## config.mk

```make
export PLATFORM = sky130hd
export DESIGN_NAME = serial_adder
export DESIGN_NICKNAME = d
export VERILOG_FILES = /design/src/rtl/serial_adder_pkg.sv /design/src/rtl/serial_adder_full_adder_cell.sv /design/src/rtl/serial_adder.sv
export SDC_FILE = /design/constraint.sdc
export NUM_CORES = 1
export LEC_CHECK = 0
export CAP_MARGIN = 40
export CORE_UTILIZATION = 50
export DETAILED_ROUTE_END_ITERATION = 7
export PLACE_DENSITY = 0.78
export SETUP_SLACK_MARGIN = 0.4
export SYNTH_ARGS = -nofsm -noshare
export SYNTH_HDL_FRONTEND = slang
export SYNTH_SLANG_ARGS = --single-unit
```

## constraint.sdc

```tcl
create_clock -name clk -period 2.1 [get_ports clk]
set_input_delay 0.42 -clock clk [delete_from_list [all_inputs] [get_ports clk]]
set_output_delay 0.42 -clock clk [all_outputs]
set_load 0.005 [all_outputs]
```

## src/rtl/serial_adder_pkg.sv

```systemverilog
// rtl/serial_adder_pkg.sv - shared types and defaults for the bit-serial adder
package serial_adder_pkg;

    localparam int DEFAULT_WIDTH = 8;

    typedef enum logic [1:0] {
        IDLE = 2'd0,
        RUN  = 2'd1,
        DONE = 2'd2
    } state_t;

endpackage

```

## src/rtl/serial_adder_full_adder_cell.sv

```systemverilog
// rtl/serial_adder_full_adder_cell.sv - half-adder and the per-bit full-adder cell built from two of them
module half_adder (
    input  logic a,
    input  logic b,
    output logic s,
    output logic c
);
    assign s = a ^ b;
    assign c = a & b;
endmodule

module full_adder_cell (
    input  logic a,
    input  logic b,
    input  logic cin,
    output logic s,
    output logic cout
);
    logic s1;
    logic c1;
    logic c2;

    half_adder u_ha0 (.a(a),  .b(b),   .s(s1), .c(c1));
    half_adder u_ha1 (.a(s1), .b(cin), .s(s),  .c(c2));

    assign cout = c1 | c2;
endmodule

```

## src/rtl/serial_adder.sv

```systemverilog
// rtl/serial_adder.sv - bit-serial ripple adder, one bit per clock, LSB first
module serial_adder
    import serial_adder_pkg::*;
#(
    parameter int WIDTH = DEFAULT_WIDTH,
    localparam int CNT_W = $clog2(WIDTH + 1)
) (
    input  logic             clk,
    input  logic             rst_n,
    input  logic             start,
    input  logic [WIDTH-1:0] a,
    input  logic [WIDTH-1:0] b,
    input  logic             cin,
    output logic             ready,
    output logic             busy,
    output logic             done,
    output logic [WIDTH-1:0] sum,
    output logic             cout
);
    state_t           state;
    state_t           state_nxt;
    logic [WIDTH-1:0] a_sr;
    logic [WIDTH-1:0] b_sr;
    logic [WIDTH-1:0] sum_sr;
    logic             carry;
    logic             cout_r;
    logic [CNT_W-1:0] count;
    logic             bit_s;
    logic             bit_c;
    logic             accept;
    logic             last_bit;

    full_adder_cell u_cell (
        .a    (a_sr[0]),
        .b    (b_sr[0]),
        .cin  (carry),
        .s    (bit_s),
        .cout (bit_c)
    );

    assign ready    = (state == IDLE) || (state == DONE);
    assign busy     = (state == RUN);
    assign done     = (state == DONE);
    assign accept   = ready && start;
    assign last_bit = (count == CNT_W'(WIDTH - 1));
    assign sum      = sum_sr;
    assign cout     = cout_r;

    always_comb begin
        state_nxt = state;
        case (state)
            IDLE:    if (start) state_nxt = RUN;
            RUN:     if (last_bit) state_nxt = DONE;
            DONE:    state_nxt = start ? RUN : IDLE;
            default: state_nxt = IDLE;
        endcase
    end

    always_ff @(posedge clk) begin
        if (!rst_n) begin
            state  <= IDLE;
            a_sr   <= '0;
            b_sr   <= '0;
            sum_sr <= '0;
            carry  <= 1'b0;
            cout_r <= 1'b0;
            count  <= '0;
        end else begin
            state <= state_nxt;
            if (accept) begin
                a_sr   <= a;
                b_sr   <= b;
                carry  <= cin;
                count  <= '0;
                sum_sr <= '0;
                cout_r <= 1'b0;
            end else if (state == RUN) begin
                // Sum enters at the MSB so bit k settles at sum[k] after WIDTH shifts.
                a_sr   <= a_sr >> 1;
                b_sr   <= b_sr >> 1;
                sum_sr <= {bit_s, sum_sr[WIDTH-1:1]};
                carry  <= bit_c;
                count  <= count + 1'b1;
                if (last_bit)
                    cout_r <= bit_c;
            end
        end
    end
endmodule

```

==> run_results.csv, run 1 <==
group,metric,value,unit
worst_setup_path,required,1680,ps
global_route,grt_pass1_wl,4885,um
global_route,first_global_vias,1118,
worst_setup_path,regToRegStartpoint,"state[1]",
timing,fmaxAchievable,617.3,MHz
worst_setup_path,end_kind,"output port",
worst_setup_path,r2r_slack,780,ps
cells_and_area,drive_gt1_share,8.242,%
worst_setup_path,cp_data_arrival_time,1200,ps
timing,finalClockSkew,6.297,ps
cells_and_area,diodes,0,
clock_tree,h-tree-depth,2,
yosys,largest_area_cell,"dfxtp_1",
placed_design,dp_worst_setup_slack,346.6,ps
power_and_ir_drop,leakage,0.0005891,uW
hold_path,hold_path_end,"sum[0]",
worst_setup_path,setup.worst_path.class,"flop to output port",
clock_tree,cts_tree,"done",
yosys,ys_ff,32,
worst_setup_path,critPathLaunchType,"flop",
hold_path,min_path_type,"flop to flop",
yosys,synth-edff-count,0,
clock_tree,postCtsHoldBufs,0,
yosys,yosys.cell_types.count,28,
yosys,top_cell_area_share,49.90,%
yosys,most_common_cell,"dfxtp_1",
worst_setup_path,crit_slowest_cell,"clkdlybuf4s50_1",
yosys,synthCells,150,
timing,hold_viol,0,
status,status,"finished, final reports clean",
timing,fin_crit,1620,ps
timing,tightest_slew,424.3,ps
timing,slew_violations,0,
die,io_pins,32,
worst_setup_path,crit_buf_inv,1,
timing,worst_slack,480.1,ps
timing,tns,0,ps
route,drc,0,
global_route,grt_overflow,0,
die,rows,17,
clock_tree,root_buffer,"clkbuf_4",
route,first_pass_iters,4,
power_and_ir_drop,finalPower,1151,uW
placed_design,numPortBuffers,31,
route,via_per_inst,5.581,
run,drv_cap,0,
placed_design,hpwl,1914,um
yosys,fp_nets,172,
run 1: report_power, final:
group	switching (uW)	total, uW	internal, uW
sequential	22.0	662	640
combinational	88.7	173	84.1
clock	193	316	123
total	304	1150	847
run 1: area by class of cell:
cell class	count	area, sq um
fill	184	679.4
sequential	32	645.6
multi-input combinational	105	560.5
timing repair buffer	35	340.3
clock buffer	6	41.29
tap	28	35.03
inverter	3	11.26
clock inverter	1	5.005
run 1: worst max-delay path by stage:
stage,startpoint,end,slack [ps],cells after the start
after floorplan,state[0],busy,890,3
final,sum[7],sum[7],480,1
after global placement,start,count[0],390,4
after detailed placement,start,count[2],350,4
after global routing,sum[7],sum[7],430,1
after CTS,state[0],ready,440,2
run 1: metrics by stage:
| step | util, % | cells | area [sq um] |
|---|---|---|---|
| after floorplan | - | 150 | 1284 |
| after global placement | 68.48 | 203 | 1588 |
| after detailed placement | 68.48 | 203 | 1588 |
| after CTS | 70.59 | 210 | 1637 |
| after global routing | 70.70 | 210 | 1639 |
| final | 70.70 | 210 | 1639 |
run 1: layer usage:
metal	global-route usage, %	share of wire (%)	routed length, um
met1	27.34	40	1106
met2	41.98	50	1381
met5	0	0	0
met4	16.67	2.1	57
met3	6.377	7.3	199
run 1: kinds of logic after synthesis:
| group | after synthesis | synth area share, % |
|---|---|---|
| xor gates and xnor gates | 2 | 1.365 |
| adders and majority gates | 2 | 2.534 |
| and+or+nand+nor | 63 | 22.61 |
| DFF | 32 | 49.90 |
| buffers and inverters | 13 | 6.432 |
| AOI/OAI and AO/OA | 38 | 17.15 |
run 1: sequential cells by signal, summed over array words and instances (netlist names):
name	cells
cout	1
sum	8
a_sr	8
b_sr	8
state	2
carry	1
count	4
run 1: timing repair:
action | CTS | global route
endpoints found under the setup margin | 2 | 1
buffers inserted | 0 | 0
hold endpoints to repair | 0 | 0
gates resized | 5 | 1
run 1: placed cells by master, fill, tap and decap left out, types with 2 or more instances in the layout:
| cell | synthesis | final |
|---|---|---|
| a21oi_1 | 17 | 17 |
| a22oi_1 | 4 | 4 |
| a31oi_1 | 3 | 3 |
| buf_4 | 4 | 4 |
| clkbuf_4 | 0 | 5 |
| clkdlybuf4s50_1 | 0 | 28 |
| dfxtp_1 | 32 | 30 |
| dlygate4sd2_1 | 0 | 2 |
| inv_1 | 2 | 2 |
| nand2_1 | 30 | 30 |
| nand3_1 | 6 | 6 |
| nand3b_1 | 2 | 2 |
| nor2_1 | 3 | 3 |
| nor3_1 | 17 | 17 |
| o21ai_0 | 4 | 4 |
| o22ai_1 | 8 | 8 |
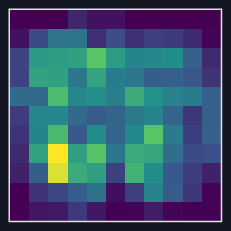
*Routed metal per tile, run 1*
Scale: 4 px per um. The die is cut into 11 by 11 equal tiles; dark purple is low, yellow is high, scaled to the fullest tile. Values are wire area over tile area, all layers added.
tiles over half the peak: 19%
fullest tile: 0.53
nearly empty tiles: 14%
Detailed Route WL: 2743 um
DR vias: 1172
gr usage total: 24.98%

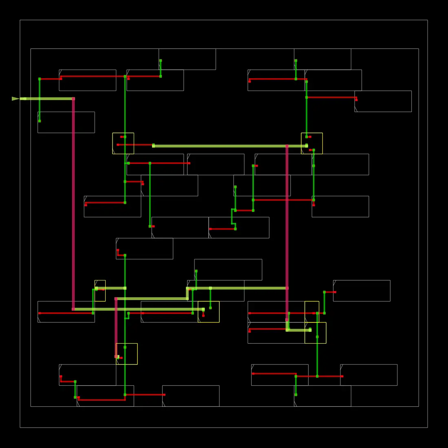
*The clock network, run 1*
clk pwr: 316 uW
clock sink count: 32
CTS buffer count: 5
flop count: 32
Late-Pin Clk Latency: 330 ps

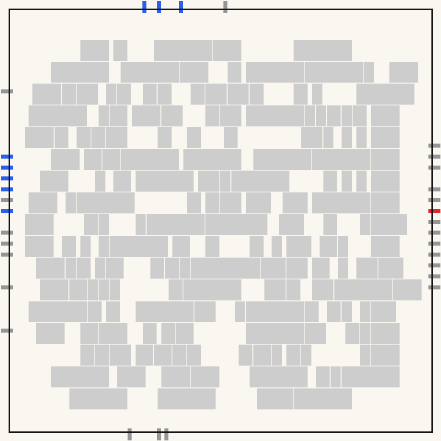
*I/O pins on the die edge, run 1*
Scale: 8 px per um. Pins as bars across the die edge, other pins in grey.
| colour | port | pins | direction | edge |
|---|---|---|---|---|
| blue | a | 8 | input | 5 left, 3 top |
| red | cout | 1 | output | right |
all pins by edge: 13 right, 12 left, 4 top, 3 bottom
die height: 52.67 um
Die Span X: 52.67 um

==> run 2, diff against run 1 <==
--- a/config.mk
+++ b/config.mk
@@ -6,9 +6,9 @@
 export NUM_CORES = 1
 export LEC_CHECK = 0
 export CAP_MARGIN = 40
-export CORE_UTILIZATION = 50
+export CORE_UTILIZATION = 43
 export DETAILED_ROUTE_END_ITERATION = 7
-export PLACE_DENSITY = 0.78
+export PLACE_DENSITY = 0.71
 export SETUP_SLACK_MARGIN = 0.4
 export SYNTH_ARGS = -nofsm -noshare
 export SYNTH_HDL_FRONTEND = slang
==> constraint.sdc (replaced) <==
create_clock -name clk -period 1.4 [get_ports clk]
set_input_delay 0.28 -clock clk [delete_from_list [all_inputs] [get_ports clk]]
set_output_delay 0.28 -clock clk [all_outputs]
set_load 0.005 [all_outputs]
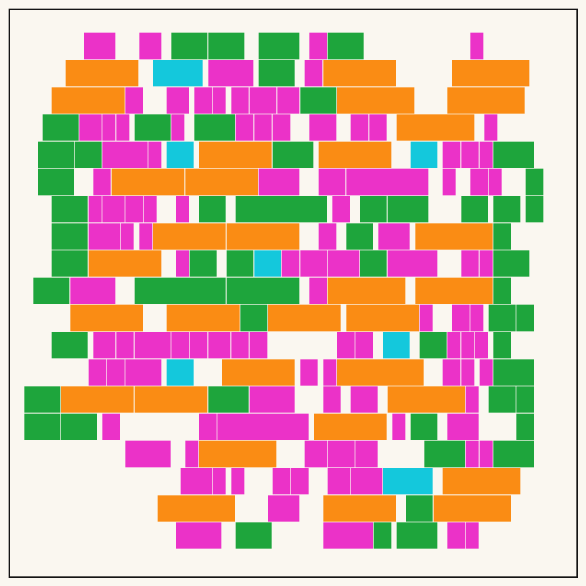
*Placement by cell class, run 2*
Scale: 10 px per um.
| colour | class | cells | share of their area |
|---|---|---|---|
| orange | sequential cells | 32 | 34% |
| green | remaining buffers and delay cells | 56 | 28% |
| cyan | clock drivers and dummy loads | 7 | 3.4% |
| magenta | combinational and other logic | 108 | 35% |
Finished Cell Area: 1967 sq um
CORE AREA: 2781 sq um
Rows: 19

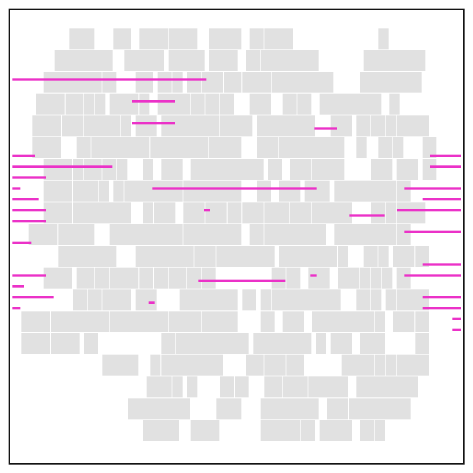
*M3 wires, run 2*
Scale: 8 px per um.
wire length on this layer: 170 um
nets with wire on the layer: 29
longest straight run: 23.9 um
share of all routed wire: 5.1%
DR vias: 1266
Detailed Route WL: 3334 um
GR Layer Usage met3: 5.069%

==> run 2 against run 1 <==
  * Critical path depth up 5
  * Largest cell class is now multi-input combinational cells
  * Clock power up 82%
  * Setup slack worse by 370 ps
  * Worst hold slack better by 5.8 ps
  * Design area up 20%
  * Global-route usage down 3.8 points
  * Power up 71%
  * Register-to-register slack worse by 670 ps
  * First-iteration DRC count up 32%
  * Synthesized area unchanged
==> run_results.csv, run 2 <==
group,metric,value,unit
status,status,"finished, final reports clean",
worst_setup_path,cp_data_arrival_time,1540,ps
die,chipArea,3208,sq um
route,first_pass_iters,4,
yosys,synthCells,150,
worst_setup_path,required,1650,ps
yosys,ys_ff,32,
worst_setup_path,cp_max_fo,7,
power_and_ir_drop,finalPower,1964,uW
yosys,synth-edff-count,0,
hold_path,hold_path_end,"sum[6]",
yosys,most_common_cell,"dfxtp_1",
cells_and_area,instances_no_fill,234,
global_route,grt.total_usage,21.17,%
timing,tightest_slew,286.0,ps
global_route,first_global_vias,1233,
clock_tree,h-tree-depth,2,
power_and_ir_drop,power.switching,505.7,uW
hold_path,min_path_type,"flop to flop",
die,die_w,56.64,um
worst_setup_path,critPathLaunchType,"flop",
worst_setup_path,end_kind,"flop",
run,drv_cap,0,
clock_tree,insertion_delay,330,ps
yosys,top_cell_area_share,49.90,%
global_route,grt_pass1_wl,5195,um
clock_tree,root_buffer,"clkbuf_4",
route,drc,0,
worst_setup_path,setup.worst_path.class,"flop to flop",
cells_and_area,nets,225,
power_and_ir_drop,comb_power_share,19.9,%
timing,setup_viol,0,
hold_path,min_path_cells,2,
cells_and_area,mostFrequentLayoutCell,"nand2_1",
yosys,top_cells_by_count,"dfxtp_1 (32), nand2_1 (30), a21oi_1 (17), nor3_1 (17), o22ai_1 (8)",
yosys,yosys.cell_types.count,28,
worst_setup_path,regToRegStartpoint,"state[0]",
power_and_ir_drop,clock_power_share,29.3,%
route,via_per_inst,5.410,
yosys,largest_area_cell,"dfxtp_1",
cells_and_area,fill_cells,218,
cells_and_area,diodes,0,
global_route,grt_overflow,0,
placed_design,hpwl,1980,um
die,io_pins,32,
clock_tree,cts_tree,"done",
placed_design,dp.cells,214,
timing,worst_slack,110.8,ps
timing,fin_crit,1289,ps
cells_and_area,drive_gt1_share,38.92,%
placed_design,dp_worst_setup_slack,-34.54,ps
power_and_ir_drop,sw_frac_of_total,25.75,%
worst_setup_path,r2r_slack,110,ps
cells_and_area,final_cell_mix,"nand2_1 (28), dfxtp_1 (19), clkdlybuf4s50_1 (19)",
timing,slew_violations,0,
power_and_ir_drop,intPower,1458,uW
timing,fmaxAchievable,775.7,MHz
clock_tree,cts_buffers,5,
yosys,synth_stat.cells,150,
clock_tree,postCtsHoldBufs,0,
power_and_ir_drop,seq_power_share,50.8,%
clock_tree,clkSinkCount,32,
placed_design,numPortBuffers,31,
timing,hold_viol,0,
route,wl_per_cell,14.25,um
power_and_ir_drop,leakage,0.0007730,uW
yosys,fp_nets,172,
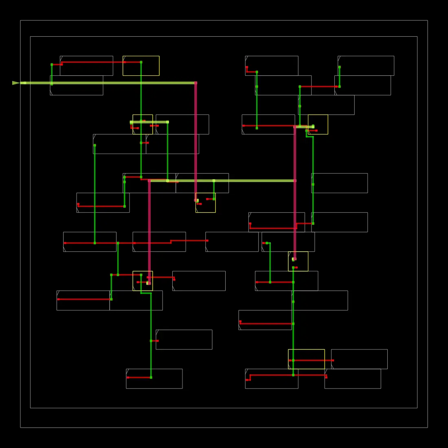
*The clock network, run 2*
clk pwr: 576 uW
Final Skew: 8.914 ps
clock buffers: 7

## run 2: cell count changes in the layout (fill, tap and decap cells not counted), moves of 5 or more
cell             before  now
buf_2                 0    9
buf_4                 4   15
buf_6                 0   10
clkdlybuf4s50_1      28   19
dfxtp_1              30   19
dfxtp_2               1   12
o22ai_1               8    3
o22ai_2               0    5
## run 2: worst max-delay path by stage
| stage | from | endpoint | depth (start not counted) | slack [ps] |
|---|---|---|---|---|
| global placement | start | a_sr[0] | 5 | -10 |
| detailed placement | start | carry | 5 | -30 |
| global route | state[0] | busy | 4 | 60 |
| floorplan | a_sr[0] | carry | 3 | 340 |
| finish | state[0] | a_sr[3] | 6 | 110 |
| CTS | state[0] | done | 3 | 100 |
## run 2: cell families after synthesis
group | count (synthesis) | share of synthesized area (%)
flops | 32 | 49.90
fa+ha+maj | 2 | 2.534
xor+xnor | 2 | 1.365
simple gates | 63 | 22.61
buf+inv | 13 | 6.432
compound gates | 38 | 17.15
## run 2: what timing repair did
item	in CTS	in global routing
endpoints found under the setup margin	42	43
cloned	1	3
pin swaps	1	1
buffers inserted	7	2
gates resized	73	12
endpoints found under the hold margin	0	0
## run 2: per-stage QoR
stage                     area [sq um]  TNS [ps]  util [%]
after floorplan                   1320         0         -
after global placement            1697    -42.47     61.00
after detailed placement          1697    -219.3     61.00
after CTS                         1837         0     66.04
after global routing              1967         0     70.72
final                             1967         0     70.72
## run 2: cell type report
cell class	instances	area, sq um	area share, %
Timing Repair Buffer	56	530.5	26.97
Sequential cell	32	659.4	33.52
Tap cell	31	38.79	1.972
Clock buffer	7	65.06	3.308
Inverter	3	11.26	0.5725
Multi-Input combinational cell	105	661.9	33.65
## run 2: power by group through the flow
stage	logic, uW	registers (uW)	clock network [uW]
after global placement	290	1010	0
after CTS	343	994	584
after global routing	424	1000	636
final	391	997	576
after detailed placement	298	1020	0
after floorplan	181	1010	0
## run 2: per-layer routing
| layer | global-route usage (%) | vias to the layer above | wire [um] |
|---|---|---|---|
| li1 | - | 633 | - |
| met3 | 5.069 | 7 | 169 |
| met1 | 23.87 | 587 | 1384 |
| met5 | 0 | - | 0 |
| met2 | 36.64 | 39 | 1731 |
| met4 | 11.15 | 0 | 48 |
## run 2: critical path, cell delays in order (launching register included)
cell and delay (ps):
dfxtp_4 350, buf_6 120, buf_4 130, nand2b_4 200, buf_12 160, buf_6 110, a31oi_1 130
==> run 3, diff against run 2 <==
--- a/config.mk
+++ b/config.mk
@@ -5,7 +5,6 @@
 export SDC_FILE = /design/constraint.sdc
 export NUM_CORES = 1
 export LEC_CHECK = 0
-export CAP_MARGIN = 40
 export CORE_UTILIZATION = 43
 export DETAILED_ROUTE_END_ITERATION = 7
 export PLACE_DENSITY = 0.71
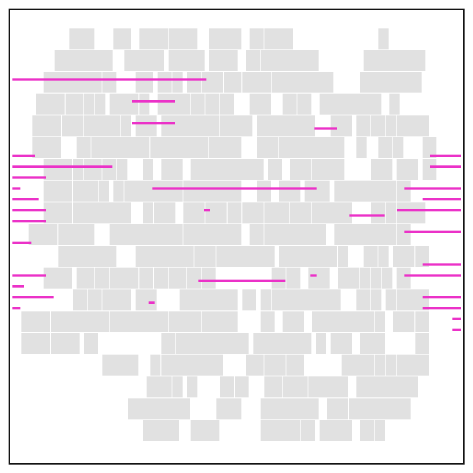
*M3 wires, run 3*
Scale: 8 px per um.
share of all routed wire: 5.1%
nets with wire on the layer: 29
longest straight run: 23.9 um

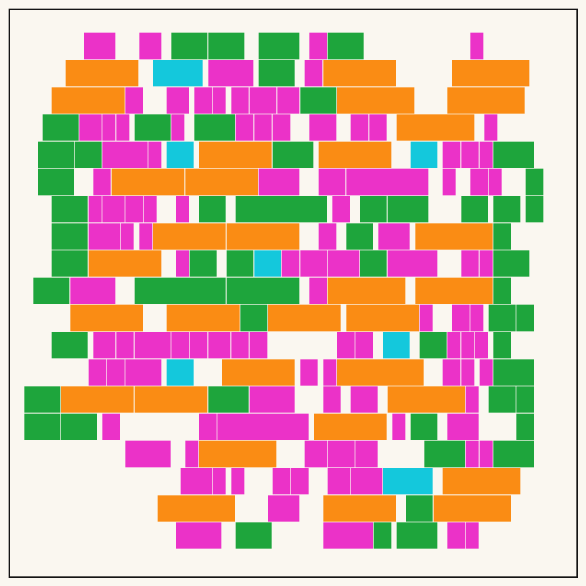
*Placement by cell class, run 3*
Scale: 10 px per um.
| colour | class | cells | share of their area |
|---|---|---|---|
| orange | sequential cells | 32 | 34% |
| cyan | clock drivers and dummy loads | 7 | 3.4% |
| green | remaining buffers and delay cells | 56 | 28% |
| magenta | combinational and other logic | 108 | 35% |
Final Util: 70.72%
Seq/total area: 33.52%

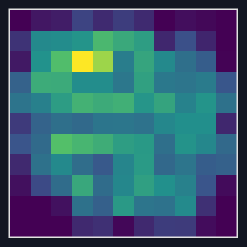
*Routed metal per tile, run 3*
Scale: 4 px per um. The die is cut into 11 by 11 equal tiles; dark purple is low, yellow is high, scaled to the fullest tile. Values are wire area over tile area, all layers added.
densest ninth of the die: middle
fullest tile: 0.49
mean over tiles: 0.17
tiles over half the peak: 24%
nearly empty tiles: 11%
drt wl/cell: 14.25 um
gr usage total: 21.17%

==> run 3 against run 2 <==
  * Die area unchanged
  * Wire length unchanged
  * Critical endpoint unchanged
  * Register-to-register slack about the same
  * Cell count unchanged
  * Maximum frequency unchanged
  * Core utilization unchanged
  * Critical path type unchanged
  * Non-clock buffer count unchanged
  * Count of clock-buffer cells in the layout unchanged
  * Synthesized cell count unchanged
==> run_results.csv, run 3 <==
group,metric,value,unit
clock_tree,cts_buffers,5,
timing,finalClockSkew,8.914,ps
power_and_ir_drop,leakage,0.0007730,uW
yosys,top_cells_by_count,"dfxtp_1 (32), nand2_1 (30), a21oi_1 (17), nor3_1 (17), o22ai_1 (8)",
placed_design,hpwl,1980,um
global_route,grt_overflow,0,
die,coreArea,2781,sq um
cells_and_area,drive_gt1_share,38.92,%
power_and_ir_drop,finalPower,1964,uW
route,first_pass_iters,4,
worst_setup_path,critPathLaunchType,"flop",
worst_setup_path,cp_data_arrival_time,1540,ps
worst_setup_path,setup.worst_path.class,"flop to flop",
status,status,"finished, final reports clean",
yosys,most_common_cell,"dfxtp_1",
yosys,synth_stat.cells,150,
global_route,first_global_vias,1233,
cells_and_area,instances_no_fill,234,
yosys,ys_ff,32,
cells_and_area,mostFrequentLayoutCell,"nand2_1",
die,rows,19,
route,via_per_inst,5.410,
clock_tree,clkSinkCount,32,
cells_and_area,diodes,0,
clock_tree,cts_tree,"done",
worst_setup_path,r2r_slack,110,ps
yosys,top_cell_area_share,49.90,%
timing,slew_violations,0,
clock_tree,root_buffer,"clkbuf_4",
route,wirelength,3334,um
die,die_w,56.64,um
timing,worst_slack,110.8,ps
route,num_vias,1266,
hold_path,min_path_type,"flop to flop",
clock_tree,h-tree-depth,2,
global_route,grt_pass1_wl,5195,um
yosys,synth-edff-count,0,
worst_setup_path,cp_max_fo,7,
clock_tree,postCtsHoldBufs,0,
## run 3: worst max-delay path: stages, from the launching register on
cell and delay, ps:
dfxtp_4 350, buf_6 120, buf_4 130, nand2b_4 200
buf_12 160, buf_6 110, a31oi_1 130
## run 3: kinds of logic (layout without fill, tap and decap cells)
| logic type | after synthesis | count (layout) | share of synthesized area [%] |
|---|---|---|---|
| flip-flops | 32 | 32 | 49.90 |
| adder cells (fa/ha/maj) | 2 | 2 | 2.534 |
| AND/OR/NAND/NOR | 63 | 63 | 22.61 |
| buffers and inverters | 13 | 66 | 6.432 |
| AND-OR/OR-AND | 38 | 38 | 17.15 |
| XOR/XNOR | 2 | 2 | 1.365 |
## run 3: where the power goes
part | switching [uW] | leakage, uW | internal (uW) | total (uW)
logic | 178 | 0.000467 | 212 | 391
registers | 35.8 | 0.000268 | 961 | 997
clock network | 291 | 0.0000374 | 285 | 576
## run 3: final timing paths
kind / from / end / cells after the start
worst max-delay path: state[0] / a_sr[3] / 6
worst min-delay path: sum[7] / sum[6] / 2
worst max register to register: state[0] / a_sr[3] / 6
worst min register to register: sum[7] / sum[6] / 2
## run 3: cell type report
cell class	count	area (sq um)
clock buffers	7	65.06
fillers	218	814.5
inverters	3	11.26
multi-input cells	105	661.9
flip-flops and latches	32	659.4
well taps	31	38.79
repair buffers	56	530.5
## run 3: metrics by stage
| stage | utilization (%) | cell area, sq um | setup TNS (ps) |
|---|---|---|---|
| finish | 70.72 | 1967 | 0 |
| global route | 70.72 | 1967 | 0 |
| CTS | 66.04 | 1837 | 0 |
| detailed placement | 61.00 | 1697 | -219.3 |
| global placement | 61.00 | 1697 | -42.47 |
| floorplan | - | 1320 | 0 |
## run 3: timing repair
| item | CTS | global route |
|---|---|---|
| buffers inserted | 7 | 2 |
| resized | 73 | 12 |
| pin swaps | 1 | 1 |
| cloned | 1 | 3 |
| endpoints found under the setup margin | 42 | 43 |
## run 3: routing by layer
metal  vias to the layer above  routed length (um)  global-route usage [%]
met3                         7                 169                   5.069
met5                         -                   0                       0
met1                       587                1384                   23.87
li1                        633                   -                       -
met4                         0                  48                   11.15
met2                        39                1731                   36.64
No activity file was given, so power comes from the tool's default toggle rates.
